Design spi_flash_cmd_ctrl, sky130hd; sources not shown.
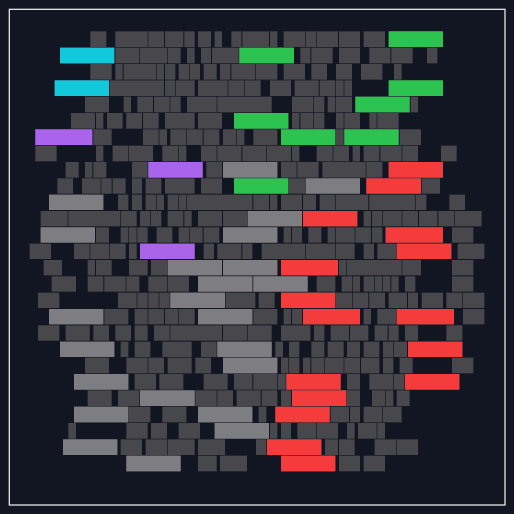
Run 1: sequential cells colored by netlist name
Scale: 6 px per um. Other sequential cells in the stronger gray, the rest of the logic in the fainter gray.
| color | name in the netlist | flops |
|---|---|---|
| green | rd_byte_q | 8 |
| red | mem_addr | 16 |
| cyan | cnt_q | 2 |
| purple | state_q | 3 |
flop share of the area: 32.0%
Finished Core Util: 73.3%
area taken by flip-flops and latches: 1310 um2
power attributed to sequential cells: 0.00179 W

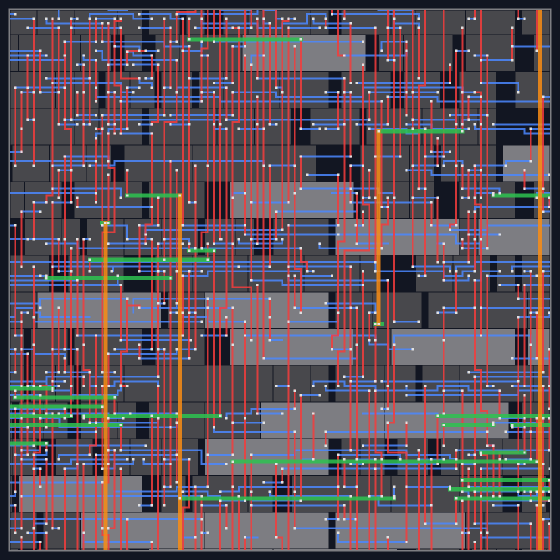
Run 1: a small window of the routed layout
Window x 21 to 61, y 38 to 78 um. Cells in gray, sequential cells in the stronger gray; small squares are vias.
| color | layer |
|---|---|
| orange | metal 4 |
| blue | metal 1 |
| red | metal 2 |
| green | metal 3 |
most frequent: buf_4 (26), dfrtp_1 (14), nor2_1 (12)
cells with their middle in the window: 151
sequential cells in the window: 15

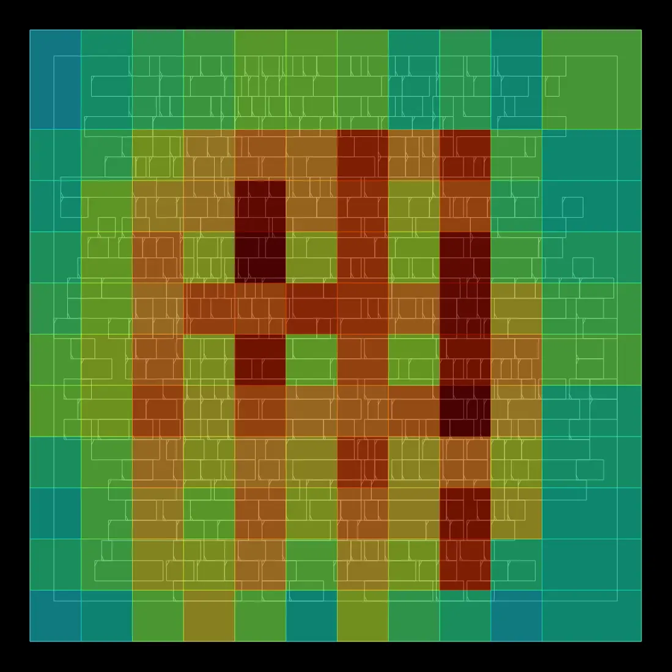
Run 1: routing congestion
met1 Track Usage GR: 28.4%
met2 GRT Util: 38.2%

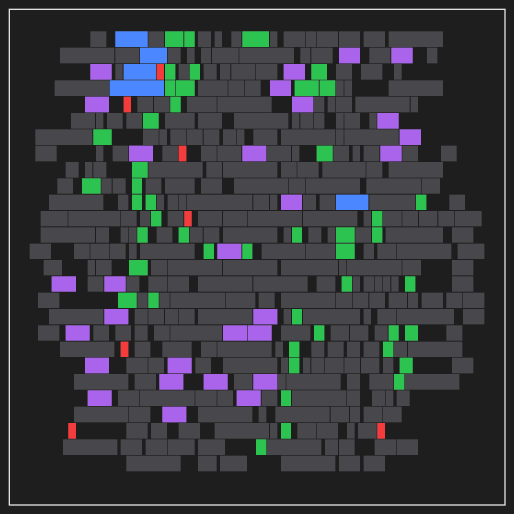
Run 1: gate families picked out
Scale: 6 px per um.
| color | family | cells |
|---|---|---|
| purple | multiplexers | 29 |
| blue | adder and majority cells | 5 |
| red | inverters | 7 |
| green | inverting AOI/OAI gates | 47 |
multi-input gate share of the layout cell area: 35.3%
leading cell type in the layout, fill and taps excluded: sky130_fd_sc_hd__buf_4
number of cells in the finished layout apart from fillers: 459

==> qor.rpt <==
CELLS AND AREA
----------------------------------------------------------------------------------------
Layout Nets                                                                          413

HOLD PATH
----------------------------------------------------------------------------------------
Type of the tightest min-delay check                                         in -> async

DRT
----------------------------------------------------------------------------------------
Aggregate routed wire length                                                     7830 um
Routed len/inst                                                                  17.1 um
Number of nets with antenna violations after routing                                   0
Initial detailed-routing violation count                                             203
Number of search-and-repair iterations in the first detailed-routing pass              5

CLOCK TREE
----------------------------------------------------------------------------------------
Latency at later pin                                                              310 ps
H-tree Lvls                                                                            2
CTS clock-pin slew for the worst setup and hold paths                              90 ps
TritonCTS clock tree                                                               built
Hold_buf cts                                                                           0

FLOORPLANNING
----------------------------------------------------------------------------------------
Floorplan die height                                                             82.4 um
Chip Footprint                                                                  6790 um2
Std-Cell Rows                                                                         27

LOGIC SYNTHESIS
----------------------------------------------------------------------------------------
FFs w/ async S/R, synth                                                             100%
Yosys top cell by instances                                                 sky130_fd_sc_hd__dfrtp_1
Post-synthesis cell area                                                        2680 um2
Most instantiated cells after synthesis                                     52 x sky130_fd_sc_hd__dfrtp_1, 27 x sky130_fd_sc_hd__nor2_1, 25 x sky130_fd_sc_hd__nand2_1, 18 x sky130_fd_sc_hd__mux2_2, 18 x sky130_fd_sc_hd__o21ai_0
Area of the synthesized netlist per yosys stat                                  2680 um2
Cell count in the Yosys report                                                       265
Yosys warning total                                                                    0
Top FF cell, synth                                                          sky130_fd_sc_hd__dfrtp_1
Number of synthesized flops with an enable pin                                         0
Number of distinct library cells after synthesis                                      39

SETUP PATH
----------------------------------------------------------------------------------------
Library cell contributing the largest single delay on the critical path     sky130_fd_sc_hd__dfrtp_1
Top fanout value on the critical path                                                  3
Endpoint kind of the worst setup timing path                                 output port
Category of the most critical setup path                                      reg -> out
Nature of the critical path startpoint                                          register
Delay of the slowest cell on the worst path                                       400 ps
Required @ worst endpoint                                                        1230 ps

PLACEMENT
----------------------------------------------------------------------------------------
Pre-CTS WS                                                                       -406 ps
Placer Congestion                                                                  0.865
Port Buffers                                                                          54

GLOBAL ROUTE
----------------------------------------------------------------------------------------
Pin count of the biggest net entering global routing                                  29
Overall Global Routing Usage                                                       22.4%
Total global routing overflow                                                          0

STATUS
----------------------------------------------------------------------------------------
Outcome                                                                     complete, but fails checks
Failing checks                                                              setup timing

FINAL TIMING
----------------------------------------------------------------------------------------
Count of final max-slew check failures                                                 0
Measured slew at the worst slew-check pin                                         404 ps
Final WS setup                                                                   -296 ps
Post-route worst hold slack                                                      32.6 ps
Final setup violation count                                                            9
Hold Violations, Final                                                                 0

PWR
----------------------------------------------------------------------------------------
Leakage component of the power                                                   1.89 nW

[run 1: per-stage QoR]
stage,util (%),cells,power [W],setup TNS (ps)
CTS,69.8,451,0.00495,-1500
global placement,64.2,420,0.00376,-12680
global route,73.3,459,0.00551,-3300
detailed placement,64.2,420,0.00382,-13860
floorplan,-,265,0.00285,0
finish,73.3,459,0.00521,-1790
[run 1: cells by family after synthesis]
family / Yosys count / synth area share, %
AOI/OAI and AO/OA: 48 / 10.6
xor gates and xnor gates: 13 / 4.24
adders and majority gates: 5 / 2.33
buffers and inverters: 18 / 2.80
DFF: 52 / 48.5
muxes: 29 / 11.7
and+or+nand+nor: 100 / 19.9
[run 1: timing repair]
action                                  in CTS  in global routing
gates resized                               67                 34
endpoints found under the setup margin      38                 50
pin swaps                                    9                 11
setup buffers                               25                  5
gates cloned                                 0                  3
[run 1: placed cells by master (no fill, tap or decap), types with 3 or more instances in the layout]
cell and instances:
sky130_fd_sc_hd__a21boi_1 3, sky130_fd_sc_hd__a21oi_1 14, sky130_fd_sc_hd__and3_1 3, sky130_fd_sc_hd__buf_2 9
sky130_fd_sc_hd__buf_4 61, sky130_fd_sc_hd__buf_6 8, sky130_fd_sc_hd__clkbuf_8 5, sky130_fd_sc_hd__clkdlybuf4s50_1 34
sky130_fd_sc_hd__dfrtp_1 47, sky130_fd_sc_hd__dfrtp_2 5, sky130_fd_sc_hd__dlygate4sd2_1 4, sky130_fd_sc_hd__dlymetal6s2s_1 7
sky130_fd_sc_hd__ha_2 3, sky130_fd_sc_hd__inv_1 5, sky130_fd_sc_hd__mux2_2 18, sky130_fd_sc_hd__mux2i_1 11
sky130_fd_sc_hd__nand2_1 22, sky130_fd_sc_hd__nand3_1 7, sky130_fd_sc_hd__nand4_1 3, sky130_fd_sc_hd__nor2_1 23
sky130_fd_sc_hd__nor2_2 4, sky130_fd_sc_hd__nor2b_1 3, sky130_fd_sc_hd__nor3_1 4, sky130_fd_sc_hd__nor4_1 4
sky130_fd_sc_hd__o21ai_0 12, sky130_fd_sc_hd__o21ai_1 4, sky130_fd_sc_hd__or3_1 3, sky130_fd_sc_hd__xnor2_1 9
sky130_fd_sc_hd__xor2_1 4
[run 1: per-layer routing]
metal | GRT usage, % | vias up | part of all wire, %
li1 | - | 1188 | -
met1 | 28.4 | 1286 | 40
met2 | 38.2 | 96 | 52
met3 | 4.12 | 12 | 5.3
met4 | 8.14 | 0 | 1.9
met5 | 0 | - | 0
[run 1: area by class of cell]
class	instances	area, um2
Timing Repair Buffer	126	1120
Sequential cell	52	1310
Tap cell	72	90.1
Multi-Input combinational cell	196	1440
Fill cell	372	1490
Clock inverter	1	30.0
Inverter	7	26.3
Clock buffer	5	68.8
[run 1: power by group]
| group | internal, W | leakage, nW | total (W) | switching [W] |
|---|---|---|---|---|
| registers | 0.00151 | 0.641 | 0.00179 | 0.000281 |
| logic | 0.00148 | 1.20 | 0.00268 | 0.00121 |
| clock network | 0.000379 | 0.0501 | 0.000735 | 0.000356 |
| total | 0.00336 | 1.89 | 0.00521 | 0.00184 |
Power and IR drop assume default switching activity.
